## config.mk

```make
export PLATFORM = sky130hd
export DESIGN_NAME = port_fifo
export DESIGN_NICKNAME = d
export VERILOG_FILES = /design/src/rtl/port_fifo_pkg.sv /design/src/rtl/port_fifo_strobe_sync.sv /design/src/rtl/port_fifo.sv
export SDC_FILE = /design/constraint.sdc
export NUM_CORES = 1
export LEC_CHECK = 0
export CAP_MARGIN = 20
export CORE_ASPECT_RATIO = 0.9
export CORE_UTILIZATION = 54
export CTS_BUF_LIST = sky130_fd_sc_hd__clkbuf_16
export CTS_CLUSTER_SIZE = 24
export DETAILED_ROUTE_END_ITERATION = 10
export GPL_ROUTABILITY_DRIVEN = 0
export PLACE_DENSITY_LB_ADDON = 0.15
export SYNTH_ARGS = -nofsm -noshare
export SYNTH_HDL_FRONTEND = slang
export SYNTH_HIERARCHICAL = 1
export SYNTH_SLANG_ARGS = --single-unit
export TNS_END_PERCENT = 30
```

## constraint.sdc

```tcl
create_clock -name clk -period 2.4 [get_ports clk]
set_input_delay 0.36 -clock clk [delete_from_list [all_inputs] [get_ports clk]]
set_output_delay 0.36 -clock clk [all_outputs]
set_load 0.005 [all_outputs]
```

## src/rtl/port_fifo_pkg.sv

```systemverilog
// Shared constants and types for the port-mapped byte FIFO.
package port_fifo_pkg;

  localparam int DEFAULT_DEPTH_LOG2  = 4;
  localparam int DEFAULT_SYNC_STAGES = 2;

  typedef logic [7:0] BYTE_T;

endpackage

```

## src/rtl/port_fifo_strobe_sync.sv

```systemverilog
// Synchroniser, armed flag and one-cycle completion event for an active-low
// asynchronous strobe, with an optional matching data pipeline.
module strobe_sync #(
  parameter int SYNC_STAGES = 2,
  parameter int DW          = 8,
  parameter bit HAS_DATA    = 1'b1
) (
  input  logic          clk,
  input  logic          reset,
  input  logic          strobe_n,
  input  logic [DW-1:0] data_in,
  output logic          event_o,
  output logic [DW-1:0] data_o
);

  logic [SYNC_STAGES-1:0] sync_q, sync_d;
  logic [SYNC_STAGES-1:0] live_q, live_d;
  logic                   prev_q, prev_d;
  logic                   prev_live_q, prev_live_d;
  logic                   armed_q, armed_d;
  logic                   sync_s;

  assign sync_s = sync_q[SYNC_STAGES-1];

  // live_q marks stages holding real pin samples rather than reset fill, so a
  // strobe already low at reset release never looks like a fresh falling edge.
  always_comb begin
    sync_d      = {sync_q[SYNC_STAGES-2:0], strobe_n};
    live_d      = {live_q[SYNC_STAGES-2:0], 1'b1};
    prev_d      = sync_s;
    prev_live_d = live_q[SYNC_STAGES-1];
    armed_d     = armed_q;
    event_o     = 1'b0;
    if (!sync_s && prev_q && prev_live_q) begin
      armed_d = 1'b1;
    end else if (sync_s && !prev_q && armed_q) begin
      event_o = 1'b1;
      armed_d = 1'b0;
    end
  end

  always_ff @(posedge clk) begin
    if (reset) begin
      sync_q      <= '1;
      live_q      <= '0;
      prev_q      <= 1'b1;
      prev_live_q <= 1'b0;
      armed_q     <= 1'b0;
    end else begin
      sync_q      <= sync_d;
      live_q      <= live_d;
      prev_q      <= prev_d;
      prev_live_q <= prev_live_d;
      armed_q     <= armed_d;
    end
  end

  generate
    if (HAS_DATA) begin : g_data
      logic [DW-1:0] pipe_q [SYNC_STAGES];
      logic [DW-1:0] pipe_d [SYNC_STAGES];
      logic [DW-1:0] held_q, held_d;

      always_comb begin
        pipe_d[0] = data_in;
        for (int i = 1; i < SYNC_STAGES; i++) begin
          pipe_d[i] = pipe_q[i-1];
        end
        // Keep the bus value seen on the last cycle the strobe was still low.
        held_d = sync_s ? held_q : pipe_q[SYNC_STAGES-1];
      end

      for (genvar gi = 0; gi < SYNC_STAGES; gi++) begin : g_stage
        always_ff @(posedge clk) begin
          if (reset) pipe_q[gi] <= '0;
          else       pipe_q[gi] <= pipe_d[gi];
        end
      end

      always_ff @(posedge clk) begin
        if (reset) held_q <= '0;
        else       held_q <= held_d;
      end

      assign data_o = held_q;
    end else begin : g_no_data
      logic data_in_unused;
      assign data_in_unused = ^data_in;
      assign data_o         = '0;
    end
  endgenerate

endmodule

```

## src/rtl/port_fifo.sv

```systemverilog
// Port-mapped 8-bit FIFO driven by asynchronous active-low write/read strobes.
// Optional sticky overflow/underflow flags: define PORT_FIFO_ERR_FLAGS_EN.
module port_fifo
  import port_fifo_pkg::*;
#(
  parameter int DEPTH_LOG2  = DEFAULT_DEPTH_LOG2,
  parameter int SYNC_STAGES = DEFAULT_SYNC_STAGES
) (
  input  logic              clk,
  input  logic              reset,
  input  logic [7:0]        data_in,
  input  logic              _wr,
  input  logic              _rd,
  output logic [7:0]        data_out,
  output logic              data_oe,
  output logic              empty,
  output logic              full,
  output logic [DEPTH_LOG2:0] count
`ifdef PORT_FIFO_ERR_FLAGS_EN
  ,
  input  logic              clear_err,
  output logic              overflow,
  output logic              underflow
`endif
);

  localparam int DEPTH = 1 << DEPTH_LOG2;
  localparam logic [DEPTH_LOG2:0] FULL_COUNT = (DEPTH_LOG2 + 1)'(DEPTH);

  BYTE_T                 mem [DEPTH];
  logic [DEPTH_LOG2-1:0] wr_ptr_q, wr_ptr_d;
  logic [DEPTH_LOG2-1:0] rd_ptr_q, rd_ptr_d;
  logic [DEPTH_LOG2:0]   count_q, count_d;
  logic                  wr_event, rd_event;
  logic                  do_push, do_pop;
  BYTE_T                 wr_byte;
  logic                  rd_data_unused;

  strobe_sync #(
    .SYNC_STAGES (SYNC_STAGES),
    .DW          (8),
    .HAS_DATA    (1'b1)
  ) u_wr_sync (
    .clk      (clk),
    .reset    (reset),
    .strobe_n (_wr),
    .data_in  (data_in),
    .event_o  (wr_event),
    .data_o   (wr_byte)
  );

  strobe_sync #(
    .SYNC_STAGES (SYNC_STAGES),
    .DW          (1),
    .HAS_DATA    (1'b0)
  ) u_rd_sync (
    .clk      (clk),
    .reset    (reset),
    .strobe_n (_rd),
    .data_in  (1'b0),
    .event_o  (rd_event),
    .data_o   (rd_data_unused)
  );

  // A pop in the same cycle frees the slot, so a push into a full FIFO is kept.
  always_comb begin
    do_pop   = rd_event && (count_q != '0);
    do_push  = wr_event && ((count_q != FULL_COUNT) || do_pop);
    wr_ptr_d = wr_ptr_q + DEPTH_LOG2'(do_push);
    rd_ptr_d = rd_ptr_q + DEPTH_LOG2'(do_pop);
    count_d  = count_q + (DEPTH_LOG2 + 1)'(do_push) - (DEPTH_LOG2 + 1)'(do_pop);
  end

  always_ff @(posedge clk) begin
    if (reset) begin
      wr_ptr_q <= '0;
      rd_ptr_q <= '0;
      count_q  <= '0;
    end else begin
      wr_ptr_q <= wr_ptr_d;
      rd_ptr_q <= rd_ptr_d;
      count_q  <= count_d;
    end
  end

  always_ff @(posedge clk) begin
    if (do_push) mem[wr_ptr_q] <= wr_byte;
  end

  assign empty    = (count_q == '0);
  assign full     = (count_q == FULL_COUNT);
  assign count    = count_q;
  assign data_oe  = !_rd;
  assign data_out = empty ? 8'h00 : mem[rd_ptr_q];

`ifdef PORT_FIFO_ERR_FLAGS_EN
  logic overflow_q, overflow_d;
  logic underflow_q, underflow_d;

  // A new error in the clear cycle takes priority so it is never lost.
  always_comb begin
    overflow_d  = overflow_q;
    underflow_d = underflow_q;
    if (clear_err) begin
      overflow_d  = 1'b0;
      underflow_d = 1'b0;
    end
    if (wr_event && !do_push) overflow_d  = 1'b1;
    if (rd_event && !do_pop)  underflow_d = 1'b1;
  end

  always_ff @(posedge clk) begin
    if (reset) begin
      overflow_q  <= 1'b0;
      underflow_q <= 1'b0;
    end else begin
      overflow_q  <= overflow_d;
      underflow_q <= underflow_d;
    end
  end

  assign overflow  = overflow_q;
  assign underflow = underflow_q;
`endif

endmodule
```

Figure 1. Clock routing (run 1).
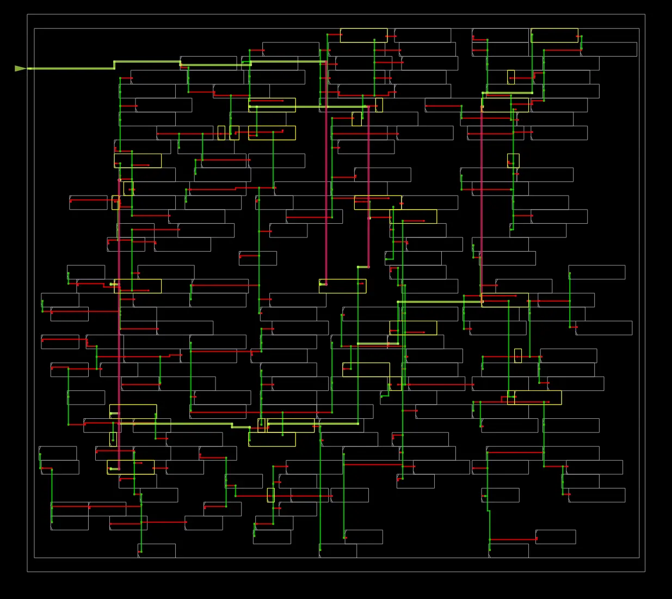
CTS buffer count: 17
Clock Skew: 0.009876 ns
Clk power: 2.39 mW
clock latency on the worst-skew pair: 0.42 ns

Figure 2. Close-up of the layout (run 1).
Bar = 20 µm. Window x 35 to 85, y 51 to 101 µm. Cells in gray, sequential cells in the stronger gray; small squares are vias.
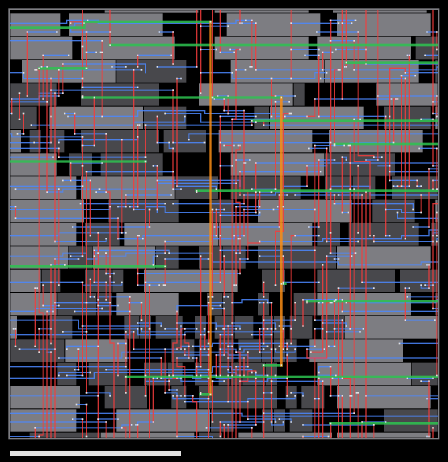
metal 3 -> green
metal 1 -> blue
metal 2 -> red
metal 4 -> orange
cells with their middle in the window = 119
sequential cells in the window = 39
netlist names of flops here include = mem (35), rd_ptr_q (2), wr_ptr_q (2)
most frequent = edfxtp_1 (35), buf_4 (19), nor2_1 (15)

Figure 3. Sequential cells colored by netlist name (run 1).
Bar = 20 µm.
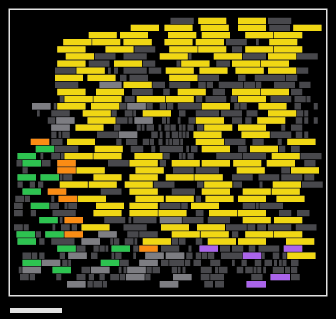
count -> purple  # sequential cells 5, where bottom right
u_wr_sync/data_o -> orange  # sequential cells 8
u_wr_sync/g_data.pipe_q -> green  # sequential cells 16
mem -> yellow  # sequential cells 128, where spread over the die
not colored = 22
sequential cell power: 3.31 mW
post-layout util: 67.42%
Seq. cell area: 4875 µm²

==> impl_metrics.json, run 1 <==
{
  "largest_cell_class": "sequential cells",
  "cp_num_buf_inv": 1,
  "powerComb_uw": 56.8,
  "cp_num_cells": 12,
  "power-top-group": "sequential cells",
  "coreArea_um2": 12220,
  "period_needed_ns": 2.454,
  "setup_viol": 2,
  "total_power_mw": 5.760,
  "final.clkbuf_count": 18,
  "violations": "negative setup slack",
  "wl_met1_um": 5784,
  "avgSynthCellArea_um2": 17.52,
  "status": "complete, but fails checks",
  "rr_startpoint": "count[2]$_SDFF_PP0_",
  "num_vias": 3467,
  "required_ns": 2.75,
  "p_clk_share_pct": 41.5,
  "p_switching_mw": 1.086,
  "grt_max_degree": 52,
  "cap_violations": 0,
  "dp_slack_ns": -0.1222,
  "layout_top_cell": "edfxtp_1",
  "holdPathStages": 1,
  "startpoint": "count[2]$_SDFF_PP0_",
  "routed-wl-met2_um": 6188,
  "antenna_found_initial": 0,
  "fin_ws_ns": -0.05411,
  "drive_gt1_share_pct": 31.09,
  "final_cell_mix": "edfxtp_1 (128), dfxtp_1 (47), buf_4 (33), mux4_2 (31), nor2_1 (29)",
  "power_leakage_nw": 2.926,
  "seq_share_pct": 59.17,
  "grt_pass1_wl_um": 20180,
  "endpoint": "count[4]$_SDFF_PP0_",
  "wire_per_inst_um": 20.18,
  "postCtsHoldBufs": 0,
  "tool_warnings": 30,
  "dieHeight_um": 108.9,
  "slowest_stage": "fa_2",
  "cts.sinks": 179,
  "clk_share_pct": 6.212,
  "n_antenna_cell": 0
}
==> run 2: changes to the inputs <==
--- a/config.mk
+++ b/config.mk
@@ -5,7 +5,7 @@
 export SDC_FILE = /design/constraint.sdc
 export NUM_CORES = 1
 export LEC_CHECK = 0
-export CAP_MARGIN = 20
+export CAP_MARGIN = 10
 export CORE_ASPECT_RATIO = 0.9
 export CORE_UTILIZATION = 54
 export CTS_BUF_LIST = sky130_fd_sc_hd__clkbuf_16
==> constraint.sdc (replaced) <==
create_clock -name clk -period 2.4 [get_ports clk]
set_input_delay 0.36 -clock clk [delete_from_list [all_inputs] [get_ports clk]]
set_output_delay 0.36 -clock clk [all_outputs]
set_load 0.01 [all_outputs]
Figure 4. Clock routing (run 2).
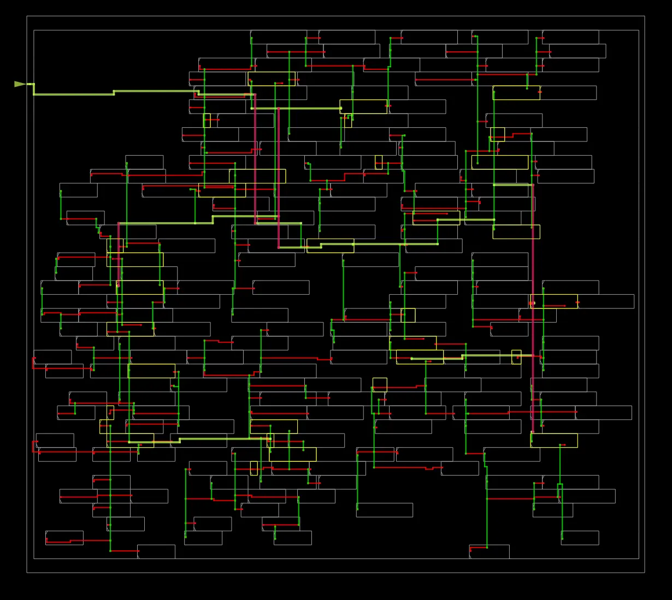
number of sequential cells: 179
clock sinks: 179
CLK BUF: 17
Clk power: 2.71 mW
Clock Skew: 0.01105 ns

Figure 5. I/O pins on the die edge (run 2).
Bar = 20 µm. Pins as bars across the die edge, other pins in gray.
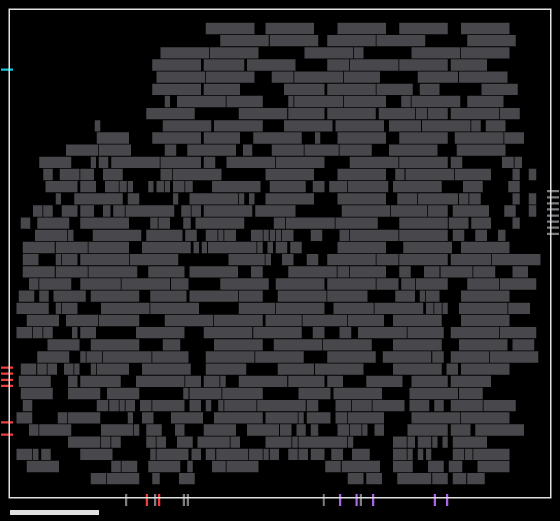
count -> purple  # pins 5, direction output, edge bottom
clk -> cyan  # pins 1, direction input, edge left
data_in -> red  # pins 8, direction input, edge 6 left, 2 bottom
# port buffers: 27
Die X: 120.7 µm
Die Y: 108.9 µm

==> run 2 against run 1 <==
The flow still finishes with violations (negative setup slack). Sequential power about the same. Largest power group unchanged. Final cell count fell by 0.31%. Largest cell class unchanged. Flip-flop count stayed put.
==> impl_metrics.json, run 2 <==
{
  "slowest_stage": "mux4_2",
  "coreArea_um2": 12220,
  "postCtsHoldBufs": 0,
  "post-route-util_pct": 67.70,
  "power_leakage_nw": 2.902,
  "numCtsBuffers": 17,
  "wire_per_inst_um": 20.32,
  "power-top-group": "sequential cells",
  "required_ns": 2.04,
  "p_seq_mw": 3.31,
  "n_antenna_cell": 0,
  "setup_viol": 4,
  "rr_startpoint": "count[2]$_SDFF_PP0_",
  "cp_num_cells": 6,
  "status": "complete, but fails checks",
  "largest_cell_class": "sequential cells",
  "clkLatencyLatePin_ns": 0.43,
  "p_switching_mw": 1.136,
  "fin_ws_ns": -0.02187,
  "p_clk_share_pct": 44.5,
  "period_needed_ns": 2.422,
  "violations": "negative setup slack",
  "avgSynthCellArea_um2": 17.52,
  "final_cell_mix": "edfxtp_1 (128), dfxtp_1 (47), nor2b_1 (32), buf_4 (31), mux4_2 (30)"
}
Power is estimated from default activity; no workload was simulated.
